===== src/rtl/mv_line_ctrl_pkg.sv =====
// Shared widths, neighbour slot indices and FSM encoding for the MV line-buffer controller.
package mv_line_ctrl_pkg;

  localparam int MV_W      = 16;
  localparam int ADDRWIDTH = 9;
  localparam int MBX_W     = 7;

  // Neighbour slot order, also the read issue order and the packing order of nb_mv_o.
  localparam logic [2:0] NB_TL = 3'd0;
  localparam logic [2:0] NB_T0 = 3'd1;
  localparam logic [2:0] NB_T1 = 3'd2;
  localparam logic [2:0] NB_T2 = 3'd3;
  localparam logic [2:0] NB_T3 = 3'd4;
  localparam logic [2:0] NB_TR = 3'd5;

  typedef enum logic [1:0] {
    ST_IDLE    = 2'd0,
    ST_WR      = 2'd1,
    ST_RD      = 2'd2,
    ST_RD_TAIL = 2'd3
  } state_t;

  // First word of an MB column in the line RAM (4 words per column).
  function automatic logic [ADDRWIDTH-1:0] mb_base(input logic [MBX_W-1:0] mb_x);
    return {mb_x, 2'b00};
  endfunction

endpackage


===== src/rtl/mv_nb_avail.sv =====
// Availability and RAM address of one neighbour slot of the current MB.
module mv_nb_avail
  import mv_line_ctrl_pkg::*;
(
  input  logic [MBX_W-1:0]     mb_x,
  input  logic [MBX_W-1:0]     mb_y,
  input  logic [MBX_W-1:0]     mb_x_total,
  input  logic [2:0]           slot,
  output logic                 avail,
  output logic [ADDRWIDTH-1:0] addr
);

  // Slots sit at consecutive addresses starting one word left of the column:
  // TL = 4x-1, T0..T3 = 4x..4x+3, TR = 4x+4 = first word of column x+1.
  always_comb begin
    addr  = mb_base(mb_x) + ADDRWIDTH'(slot) - ADDRWIDTH'(1);
    avail = (mb_y != '0);
    if (slot == NB_TL) begin
      avail = avail && (mb_x != '0);
    end else if (slot == NB_TR) begin
      avail = avail && (mb_x != mb_x_total);
    end
  end

endmodule


===== src/rtl/mv_line_ctrl.sv =====
// MV line-buffer controller: serialises bottom-row MV stores and neighbour
// fetches on the single-port line RAM.
//
//   state      | meaning
//   ST_IDLE    | no operation running; pending ops or fresh starts are accepted
//   ST_WR      | issuing the 4 bottom-row writes, one per cycle
//   ST_RD      | issuing the 6 neighbour slots TL,T0..T3,TR, capturing the previous slot
//   ST_RD_TAIL | capturing TR data, publishing nb outputs with rd_done_o
module mv_line_ctrl
  import mv_line_ctrl_pkg::*;
(
  input  logic                 clk,
  input  logic                 rst_n,
  input  logic [MBX_W-1:0]     mb_x_i,
  input  logic [MBX_W-1:0]     mb_y_i,
  input  logic [MBX_W-1:0]     mb_x_total_i,
  input  logic                 rd_start_i,
  input  logic                 wr_start_i,
  input  logic [4*MV_W-1:0]    wr_mv_i,
  output logic                 busy_o,
  output logic                 rd_done_o,
  output logic                 wr_done_o,
  output logic [6*MV_W-1:0]    nb_mv_o,
  output logic [5:0]           nb_avail_o,
  output logic                 ram_ce_o,
  output logic                 ram_we_o,
  output logic [ADDRWIDTH-1:0] ram_addr_o,
  output logic [MV_W-1:0]      ram_data_o,
  input  logic [MV_W-1:0]      ram_data_i
);

  state_t                 state;
  logic [2:0]             cnt;
  logic [MBX_W-1:0]       cur_x, cur_y, cur_tot;
  logic [4*MV_W-1:0]      cur_mv;
  logic                   pend_wr, pend_rd;
  logic [MBX_W-1:0]       pwr_x;
  logic [4*MV_W-1:0]      pwr_mv;
  logic [MBX_W-1:0]       prd_x, prd_y, prd_tot;
  logic [5*MV_W-1:0]      shadow_mv;
  logic [4:0]             shadow_avail;
  logic                   slot_avail;
  logic [ADDRWIDTH-1:0]   slot_addr;
  logic                   cap_valid;
  logic [MV_W-1:0]        cap_word;
  logic                   op_end, can_start, go_wr, go_rd, latch_wr, latch_rd;

  mv_nb_avail u_nb_avail (
    .mb_x       (cur_x),
    .mb_y       (cur_y),
    .mb_x_total (cur_tot),
    .slot       (cnt),
    .avail      (slot_avail),
    .addr       (slot_addr)
  );

  assign busy_o = (state != ST_IDLE) || pend_wr || pend_rd;

  // Next-op arbitration (write always first, so a following read sees fresh TR data)
  // and the capture word for the read issued in the previous cycle.
  always_comb begin
    op_end    = ((state == ST_WR) && (cnt == 3'd3)) || (state == ST_RD_TAIL);
    can_start = (state == ST_IDLE) || op_end;
    go_wr     = can_start && (pend_wr || ((state == ST_IDLE) && wr_start_i));
    go_rd     = can_start && !go_wr && (pend_rd || ((state == ST_IDLE) && rd_start_i));
    latch_wr  = wr_start_i && !pend_wr && (state != ST_IDLE);
    latch_rd  = rd_start_i && !pend_rd && ((state != ST_IDLE) || go_wr);
    cap_valid = ram_ce_o && !ram_we_o;
    cap_word  = cap_valid ? ram_data_i : '0;
  end

  // Controller FSM with pending latches, operand capture and registered RAM/status outputs.
  always_ff @(posedge clk or negedge rst_n) begin
    if (!rst_n) begin
      state        <= ST_IDLE;
      cnt          <= '0;
      cur_x        <= '0;
      cur_y        <= '0;
      cur_tot      <= '0;
      cur_mv       <= '0;
      pend_wr      <= 1'b0;
      pend_rd      <= 1'b0;
      pwr_x        <= '0;
      pwr_mv       <= '0;
      prd_x        <= '0;
      prd_y        <= '0;
      prd_tot      <= '0;
      shadow_mv    <= '0;
      shadow_avail <= '0;
      rd_done_o    <= 1'b0;
      wr_done_o    <= 1'b0;
      nb_mv_o      <= '0;
      nb_avail_o   <= '0;
      ram_ce_o     <= 1'b0;
      ram_we_o     <= 1'b0;
      ram_addr_o   <= '0;
      ram_data_o   <= '0;
    end else begin
      ram_ce_o   <= 1'b0;
      ram_we_o   <= 1'b0;
      ram_addr_o <= '0;
      ram_data_o <= '0;
      rd_done_o  <= 1'b0;
      wr_done_o  <= 1'b0;

      if (latch_wr) begin
        pend_wr <= 1'b1;
        pwr_x   <= mb_x_i;
        pwr_mv  <= wr_mv_i;
      end
      if (latch_rd) begin
        pend_rd <= 1'b1;
        prd_x   <= mb_x_i;
        prd_y   <= mb_y_i;
        prd_tot <= mb_x_total_i;
      end

      case (state)
        ST_WR: begin
          ram_ce_o   <= 1'b1;
          ram_we_o   <= 1'b1;
          ram_addr_o <= mb_base(cur_x) + ADDRWIDTH'(cnt);
          ram_data_o <= cur_mv[MV_W-1:0];
          cur_mv     <= cur_mv >> MV_W;
          cnt        <= cnt + 3'd1;
          if (cnt == 3'd3) begin
            wr_done_o <= 1'b1;
            state     <= ST_IDLE;
          end
        end
        ST_RD: begin
          // Five shifts (slots TL..T3) leave TL in the lowest word.
          if (cnt != 3'd0) begin
            shadow_mv    <= {cap_word, shadow_mv[5*MV_W-1:MV_W]};
            shadow_avail <= {cap_valid, shadow_avail[4:1]};
          end
          if (slot_avail) begin
            ram_ce_o   <= 1'b1;
            ram_addr_o <= slot_addr;
          end
          cnt <= cnt + 3'd1;
          if (cnt == NB_TR) state <= ST_RD_TAIL;
        end
        ST_RD_TAIL: begin
          nb_mv_o    <= {cap_word, shadow_mv};
          nb_avail_o <= {cap_valid, shadow_avail};
          rd_done_o  <= 1'b1;
          state      <= ST_IDLE;
        end
        default: ;
      endcase

      if (go_wr) begin
        state <= ST_WR;
        cnt   <= '0;
        if (pend_wr) begin
          pend_wr <= 1'b0;
          cur_x   <= pwr_x;
          cur_mv  <= pwr_mv;
        end else begin
          cur_x   <= mb_x_i;
          cur_mv  <= wr_mv_i;
        end
      end else if (go_rd) begin
        state <= ST_RD;
        cnt   <= '0;
        if (pend_rd) begin
          pend_rd <= 1'b0;
          cur_x   <= prd_x;
          cur_y   <= prd_y;
          cur_tot <= prd_tot;
        end else begin
          cur_x   <= mb_x_i;
          cur_y   <= mb_y_i;
          cur_tot <= mb_x_total_i;
        end
      end
    end
  end

endmodule

===== config.mk =====
export PLATFORM = sky130hd
export DESIGN_NAME = mv_line_ctrl
export DESIGN_NICKNAME = d
export VERILOG_FILES = /design/src/rtl/mv_line_ctrl_pkg.sv /design/src/rtl/mv_nb_avail.sv /design/src/rtl/mv_line_ctrl.sv
export SDC_FILE = /design/constraint.sdc
export NUM_CORES = 1
export LEC_CHECK = 0
export ABC_AREA = 1
export CORE_ASPECT_RATIO = 0.5
export CORE_UTILIZATION = 29
export CTS_CLUSTER_DIAMETER = 30
export DETAILED_ROUTE_END_ITERATION = 16
export DONT_BUFFER_PORTS = 1
export PLACE_DENSITY = 0.39
export SYNTH_ARGS = -nofsm -noshare
export SYNTH_HDL_FRONTEND = slang
export SYNTH_SLANG_ARGS = --single-unit

===== constraint.sdc =====
create_clock -name clk -period 5.4 [get_ports clk]
set_clock_uncertainty 0.15 [all_clocks]
set_input_delay 1.08 -clock clk [delete_from_list [all_inputs] [get_ports clk]]
set_output_delay 1.08 -clock clk [all_outputs]
set_load 0.05 [all_outputs]

==> qor.tcl, run 1 <==
set qor(internal_power_mw) 8.55
set qor(synth-seq-area-share_pct) 58.9
set qor(yosys-stat-area_um2) 17000
set qor(timing.final.ws_setup_ps) 2030
set qor(fmax_mhz) 297
set qor(yosysWarnings) 0
set qor(global_route.overflow_total) 0
set qor(clk_root_buffer_cell) {sky130_fd_sc_hd__clkbuf_16}
set qor(relative_slew_margins_pct) 35.4
set qor(synthesis.area_per_instance_um2) 8.68
set qor(worstRegToRegCells) 8
set qor(synth_cell_count_leaders) {sky130_fd_sc_hd__nand2_1 (712), sky130_fd_sc_hd__dfrtp_1 (400), sky130_fd_sc_hd__o21ai_0 (288)}
set qor(rsz_0062_raised_after_global_routing) {false}
set qor(worst-slew-pin-transition_ps) 964
set qor(top_layer_used) {met4}
set qor(worstSetupPathType) {register to output pin}
set qor(place_area_um2) 17500
set qor(grt_pass1_wl_mm) 74.1
set qor(detail_route.drc_violations) 0
set qor(vias_per_cell) 4.44
set qor(post_cts_resized) 0
set qor(pre_cts_slack_ps) 2120
set qor(areaGrowthSynthToFinish_pct) 18.2
set qor(path_delay_family) {simple AND/OR/NAND/NOR gates}
set qor(synth_top_cell_by_count) {sky130_fd_sc_hd__nand2_1}
set qor(comb_area_share_pct) 28.2
set qor(timing.final.setup_violations) 0
set qor(largest_registers) {nb_mv_o (96), shadow_mv (80)}
set qor(layout_top_cell_excl_fill_tap) {sky130_fd_sc_hd__nand2_1}
set qor(data_arrival_time_at_the_worst_slack_endpoint_ps) 2140
set qor(gp_congestion) 0.727
set qor(yosysTopAreaCell) {sky130_fd_sc_hd__dfrtp_1}
set qor(synth.top_cell.area_share_pct) 58.9
set qor(drive_gt1_share_pct) 8.09
set qor(rr_startpoint) {state[0]}
set qor(worstSetupEndpoint) {busy_o}
set qor(peakVddDrop_mv) 0.282
set qor(fp-utilization_pct) 29.5
set qor(stdcell_count) 2757
set qor(die_y_um) 173
set qor(synthSimpleGateAreaFrac_pct) 19.4
set qor(fin_crit_sh_pct) 62.3
set qor(postSynth.topFlopCell) {sky130_fd_sc_hd__dfrtp_1}
set qor(number_of_fill_cells_in_the_layout) 5965
set qor(cp_cell_sequence) {inv_2 > nand3_1}
set qor(worst_r2r_endpoint) {cur_mv[16]}
set qor(synthesis.instances) 1959
set qor(layout.nonclk_buf_share_pct) 0.336
set qor(cp-startpoint) {pend_rd}
set qor(layout_min_cycle_time_ps) 3370
set qor(area_dominant_class) {registers}
set qor(syn_nets) 2075
set qor(pwr-share-clk_pct) 32.9
set qor(ctsHtreeMaxLevel) 3
set qor(ys_ff) 400
set qor(setup_tns_ps) 0
set qor(final_max_slew_violation_count) 0
set qor(yosys.cell_types.count) 32
set qor(grt.met2_usage_pct) 24.9
set qor(grt.met1_usage_pct) 21.9
set qor(clkLatencyLatePin_ps) 580
set qor(clockBufferDepth) 3
set qor(core_um2) 57600
set qor(fp-row-count) 62
set qor(clock_cell_area_share_pct) 12.9
set qor(warnings) 34
set qor(crit_required_ps) 4170
set qor(yosys.area_share.aoi_pct) 12.7
set qor(yosysCellCount) 1959
set qor(final_wl_mm) 45.9
set qor(post-cts-setup-buffer-count) 0
set qor(ys_sh_xor_pct) 0.103
set qor(synth.cellmix.adderShare_pct) 0.809
set qor(comb_power_share_pct) 24.1
set qor(power_combinational_mw) 3.52
set qor(postSynth.asyncResetShare_pct) 100
set qor(tapcell.inserted) 768
set qor(critPathMaxFanout) 34
set qor(grt_busiest_layer) {met2}
set qor(num_antenna_cells) 0
set qor(static-leakage-power_nw) 10.0
set qor(finish.net_count) 2048
set qor(p_sw_mw) 6.05
set qor(outcome) {finished clean}
set qor(number_of_antenna_violations_at_the_first_check_in_global_routing) 0
set qor(io_pins) 237
set qor(power.density_cell_area_nw_per_um2) 726
set qor(syn_area_um2) 17000
set qor(first_iter_violations) 916
set qor(slowest_cp_cell) {sky130_fd_sc_hd__nand3_1}
set qor(dominant_power_group) {registers}
set qor(path_depth) 2
set qor(worst_hold_slack_ps) 57.2
set qor(final-hold-violation-count) 0
set qor(synth.top_cells.by_area) {sky130_fd_sc_hd__dfrtp_1 (59%), sky130_fd_sc_hd__nand2_1 (16%), sky130_fd_sc_hd__o21ai_0 (8.5%)}
set qor(pwr-share-seq_pct) 43.0
set qor(utilization_pct) 34.9
set qor(p_total_mw) 14.6
set qor(largest_register_ffs) 96
set qor(hold_path_class) {primary input to asynchronous set/reset pin}
set qor(crit_path_end_kind) {output pin}
set qor(signal_buffers) 9
set qor(synth-edff-count) 0
set qor(critical_path.max_stage_delay_ps) 580
set qor(cts.reportedPaths.clkPinSlew_ps) 50
set qor(routed-wl-met2_mm) 21.4
set qor(seq-cell-share_pct) 49.8
set qor(routedLengthMet1_mm) 22.0
set qor(cp.buffers_inverters) 1
set qor(average_routed_wire_per_standard_cell_um) 16.6
set qor(first_global_vias) 12405
set qor(max_capacitance_violation_total) 0
set qor(largest_register) {nb_mv_o}
set qor(met3_usage_pct) 3.71
set qor(postRouteAntennaNets) 0
set qor(detailed_router_iteration_count_before_antenna_repair) 5
set qor(final_cell_area_um2) 20100
set qor(clockNetworkPower_mw) 4.81
set qor(sequential_cell_area_um2) 10000
set qor(die_x_um) 344
set qor(r2r_slack_ps) 2230
run_1/clocks.png
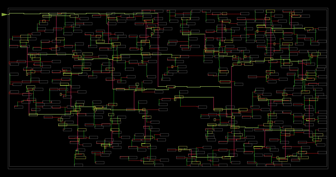
clk_buf instances: 101
cts bufs inserted: 76
total clock sinks: 400
number of sequential cells in the layout: 400

run_1/wires.png
Drawn at 2 px/um.
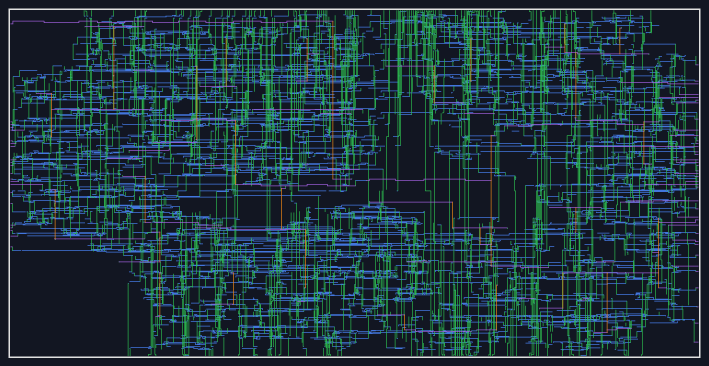
- orange: metal 4 (wire length 736 um)
- green: metal 2 (wire length 21.4 mm)
- purple: metal 3 (wire length 1800 um)
- blue: metal 1 (wire length 22.0 mm)

run_1/clk_routes.png
Drawn at 1 px/um.
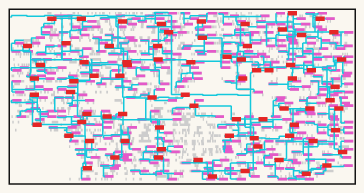
- magenta: flip-flops (count 400)
- red: clock drivers (count 76)
- cyan: clock wires (length 6770 um)
- routed clock nets: 77

run_1/power_grid.png
Drawn at 1.5 px/um. Pins as bars on the die edge.
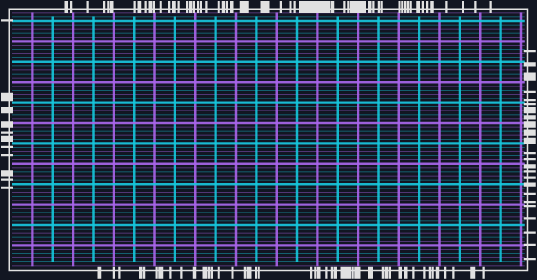
- cyan: VDD
- purple: VSS
- rows: 62
- signal pins: 237

==> run 1 -> run 2 <==
--- a/config.mk
+++ b/config.mk
@@ -11,7 +11,7 @@
 export CTS_CLUSTER_DIAMETER = 30
 export DETAILED_ROUTE_END_ITERATION = 16
 export DONT_BUFFER_PORTS = 1
-export PLACE_DENSITY = 0.39
+export PLACE_DENSITY = 0.4
 export SYNTH_ARGS = -nofsm -noshare
 export SYNTH_HDL_FRONTEND = slang
 export SYNTH_SLANG_ARGS = --single-unit
==> constraint.sdc (replaced) <==
create_clock -name clk -period 2.7 [get_ports clk]
set_clock_uncertainty 0.15 [all_clocks]
set_input_delay 0.54 -clock clk [delete_from_list [all_inputs] [get_ports clk]]
set_output_delay 0.54 -clock clk [all_outputs]
set_load 0.05 [all_outputs]
run_2/wires.png
Drawn at 2 px/um.
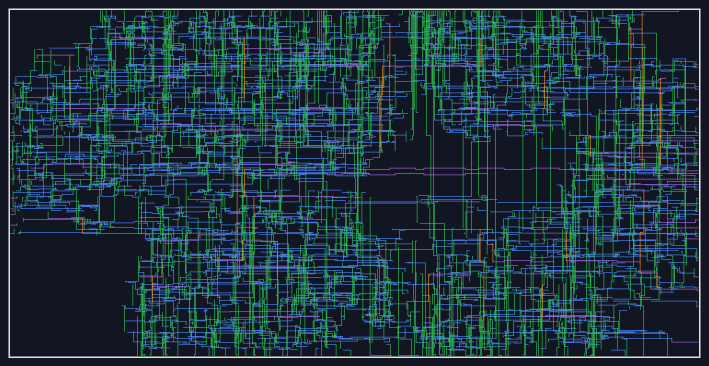
- green: metal 2 (wire length 20.7 mm)
- purple: metal 3 (wire length 2040 um)
- orange: metal 4 (wire length 791 um)
- blue: metal 1 (wire length 22.2 mm)

run_2/clocks.png
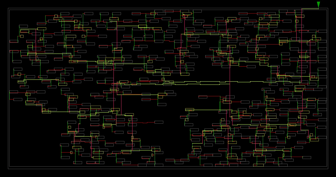
cts bufs inserted: 78
power in the clock group: 10.3 mW
clk_buf instances: 91
latest clock arrival within the worst-skew pair: 610 ps

==> run 2 against run 1 <==
Critical endpoint unchanged. Total power up 110%. The flow now finishes with violations (hold timing, slew limit). Critical path type unchanged. Sequential cell count unchanged. Synthesized cell count unchanged.
==> qor.tcl, run 2 <==
set qor(worstSetupEndpoint) {busy_o}
set qor(fin_crit_sh_pct) 89.4
set qor(area.combinational_um2) 5650
set qor(layout.nonclk_buf_share_pct) 5.63 ;# +5.3 points
set qor(synth.top_cell.area_share_pct) 58.9 ;# unchanged
set qor(area_dominant_class) {registers}
set qor(vias_per_cell) 4.46 ;# +0.28%
set qor(core_um2) 57600 ;# unchanged
set qor(crit_path_end_kind) {output pin}
set qor(number_of_fill_cells_in_the_layout) 5947 ;# -0.30%
set qor(largest_register) {nb_mv_o}
set qor(cp.buffers_inverters) 2 ;# +1
set qor(number_of_antenna_violations_at_the_first_check_in_global_routing) 0 ;# unchanged
set qor(synth_cell_count_leaders) {sky130_fd_sc_hd__nand2_1 (712), sky130_fd_sc_hd__dfrtp_1 (400), sky130_fd_sc_hd__o21ai_0 (288)}
set qor(comb_area_share_pct) 26.4 ;# -1.8 points
set qor(largest_register_ffs) 96 ;# unchanged
set qor(critical_path.max_stage_delay_ps) 420 ;# -160 ps
set qor(grt_busiest_layer) {met2}
set qor(worst-slew-pin-transition_ps) 1650 ;# +689 ps
set qor(gp_congestion) 0.745 ;# +2.4%
set qor(path_delay_family) {flip-flops}
set qor(yosys-stat-area_um2) 17000 ;# unchanged
set qor(num_antenna_cells) 0 ;# unchanged
set qor(first_global_vias) 12912 ;# +4.1%
set qor(fmax_mhz) 414
set qor(routed-wl-met2_mm) 20.7 ;# -2.9%
set qor(grt.met2_usage_pct) 24.4 ;# -0.48 points
set qor(final-hold-violation-count) 400 ;# +400
set qor(clockBufferDepth) 3 ;# unchanged
set qor(timing.final.ws_setup_ps) 287 ;# -1750 ps
set qor(synth-edff-count) 0 ;# unchanged
set qor(grt.met1_usage_pct) 21.7 ;# -0.27 points
set qor(areaGrowthSynthToFinish_pct) 26.1
set qor(grt_max_degree) 401
set qor(ys_ff) 400 ;# unchanged
set qor(detailed_router_iteration_count_before_antenna_repair) 5 ;# unchanged
set qor(internal_power_mw) 17.8 ;# +110%
set qor(synth.top_cells.by_area) {sky130_fd_sc_hd__dfrtp_1 (59%), sky130_fd_sc_hd__nand2_1 (16%), sky130_fd_sc_hd__o21ai_0 (8.5%)}
set qor(top_layer_used) {met4}
set qor(hold_path_class) {primary input to asynchronous set/reset pin}
set qor(power.density_cell_area_nw_per_um2) 1410 ;# +94%
set qor(slowest_cp_cell) {sky130_fd_sc_hd__dfrtp_1}
set qor(worst_r2r_endpoint) {cur_mv[33]}
set qor(p_total_mw) 30.2 ;# +110%
set qor(clock_cell_area_share_pct) 13.1 ;# +0.18 points
set qor(syn_area_um2) 17000 ;# unchanged
set qor(met3_usage_pct) 4.08 ;# +0.37 points
set qor(postSynth.topFlopCell) {sky130_fd_sc_hd__dfrtp_1}
set qor(outcome) {finished, violations left}
set qor(layout_min_cycle_time_ps) 2410
set qor(post-cts-setup-buffer-count) 0 ;# unchanged
set qor(violations) {hold timing, slew limit}
set qor(synth.cellmix.adderShare_pct) 0.809 ;# unchanged
set qor(io_pins) 237 ;# unchanged
set qor(worst_hold_slack_ps) -504 ;# -561 ps
set qor(overall_global_routing_resource_usage_pct) 15.7
set qor(rsz_0062_raised_after_global_routing) {false}
set qor(layout_top_cells_excl_fill_tap) {sky130_fd_sc_hd__nand2_1 (711), sky130_fd_sc_hd__dfrtp_1 (400), sky130_fd_sc_hd__o21ai_0 (288)}
set qor(yosysWarnings) 0 ;# unchanged
set qor(detail_route.drc_violations) 0 ;# unchanged
set qor(ys_sh_xor_pct) 0.103 ;# unchanged
set qor(final_cell_area_um2) 21500 ;# +6.7%
set qor(stdcell_count) 2873 ;# +4.2%
set qor(clk_root_buffer_cell) {sky130_fd_sc_hd__clkbuf_16}
set qor(yosysCellCount) 1959 ;# unchanged
set qor(synth_top_cell_by_count) {sky130_fd_sc_hd__nand2_1}
set qor(postSynth.asyncResetShare_pct) 100 ;# unchanged
set qor(fp-row-count) 62 ;# unchanged
set qor(max_capacitance_violation_total) 0 ;# unchanged
set qor(pwr-share-clk_pct) 34.0 ;# +1.1 points
set qor(first_iter_violations) 688 ;# -25%
set qor(pwr-share-seq_pct) 41.3 ;# -1.7 points
set qor(place_area_um2) 17700 ;# +1.2%
set qor(path_depth) 4 ;# +2
set qor(postRouteAntennaNets) 0 ;# unchanged
set qor(seq-cell-share_pct) 46.7 ;# -3.1 points
set qor(ctsHtreeMaxLevel) 3 ;# unchanged
set qor(synthesis.area_per_instance_um2) 8.68 ;# unchanged
set qor(signal_buffers) 120 ;# +111
set qor(start_kind) {register}
set qor(r2r_slack_ps) 440 ;# -1790 ps
set qor(die_x_um) 344 ;# unchanged
set qor(cp-startpoint) {state[0]}
set qor(timing.final.setup_violations) 0 ;# unchanged
set qor(dominant_power_group) {registers}
set qor(post_cts_resized) 0 ;# unchanged
set qor(final_wl_mm) 45.8 ;# -0.19%
set qor(cts.reportedPaths.clkPinSlew_ps) 50 ;# about the same
set qor(pre_cts_slack_ps) 430 ;# -1690 ps
set qor(yosysTopAreaCell) {sky130_fd_sc_hd__dfrtp_1}
set qor(port_buffers) 0
set qor(rr_startpoint) {state[0]}
set qor(syn_nets) 2075 ;# unchanged
set qor(grt_pass1_wl_mm) 74.1 ;# about the same
set qor(warnings) 38 ;# +12%
set qor(data_arrival_time_at_the_worst_slack_endpoint_ps) 1720 ;# -420 ps
set qor(largest_registers) {nb_mv_o (96), shadow_mv (80)}
set qor(routedLengthMet1_mm) 22.2 ;# +1.1%
set qor(comb_power_share_pct) 24.7 ;# +0.6 points
set qor(n_sequential_cell) 400 ;# unchanged
set qor(synthSimpleGateAreaFrac_pct) 19.4 ;# unchanged
set qor(relative_slew_margins_pct) -10.2 ;# -46 points
set qor(finish.net_count) 2161 ;# +5.5%
set qor(cp_cell_sequence) {inv_1 > ha_1 > nand3_1 > buf_12}
set qor(setup_tns_ps) 0 ;# unchanged
set qor(critPathMaxFanout) 4 ;# -88%
set qor(layout_top_cell_excl_fill_tap) {sky130_fd_sc_hd__nand2_1}
set qor(synth-seq-area-share_pct) 58.9 ;# unchanged
set qor(final_max_slew_violation_count) 163 ;# +163
set qor(sequential_cell_area_um2) 10000 ;# unchanged
set qor(fp-utilization_pct) 29.5 ;# unchanged
set qor(utilization_pct) 37.2 ;# +2.3 points
set qor(cts_num_sinks) 400 ;# unchanged
set qor(drive_gt1_share_pct) 9.22 ;# +1.1 points
set qor(global_route.overflow_total) 0 ;# unchanged
set qor(average_routed_wire_per_standard_cell_um) 15.9 ;# -4.2%
set qor(yosys.cell_types.count) 32 ;# unchanged
set qor(synthesis.instances) 1959 ;# unchanged
set qor(crit_required_ps) 2010 ;# -2160 ps
set qor(die_y_um) 173 ;# unchanged
Power and IR drop assume default switching activity.
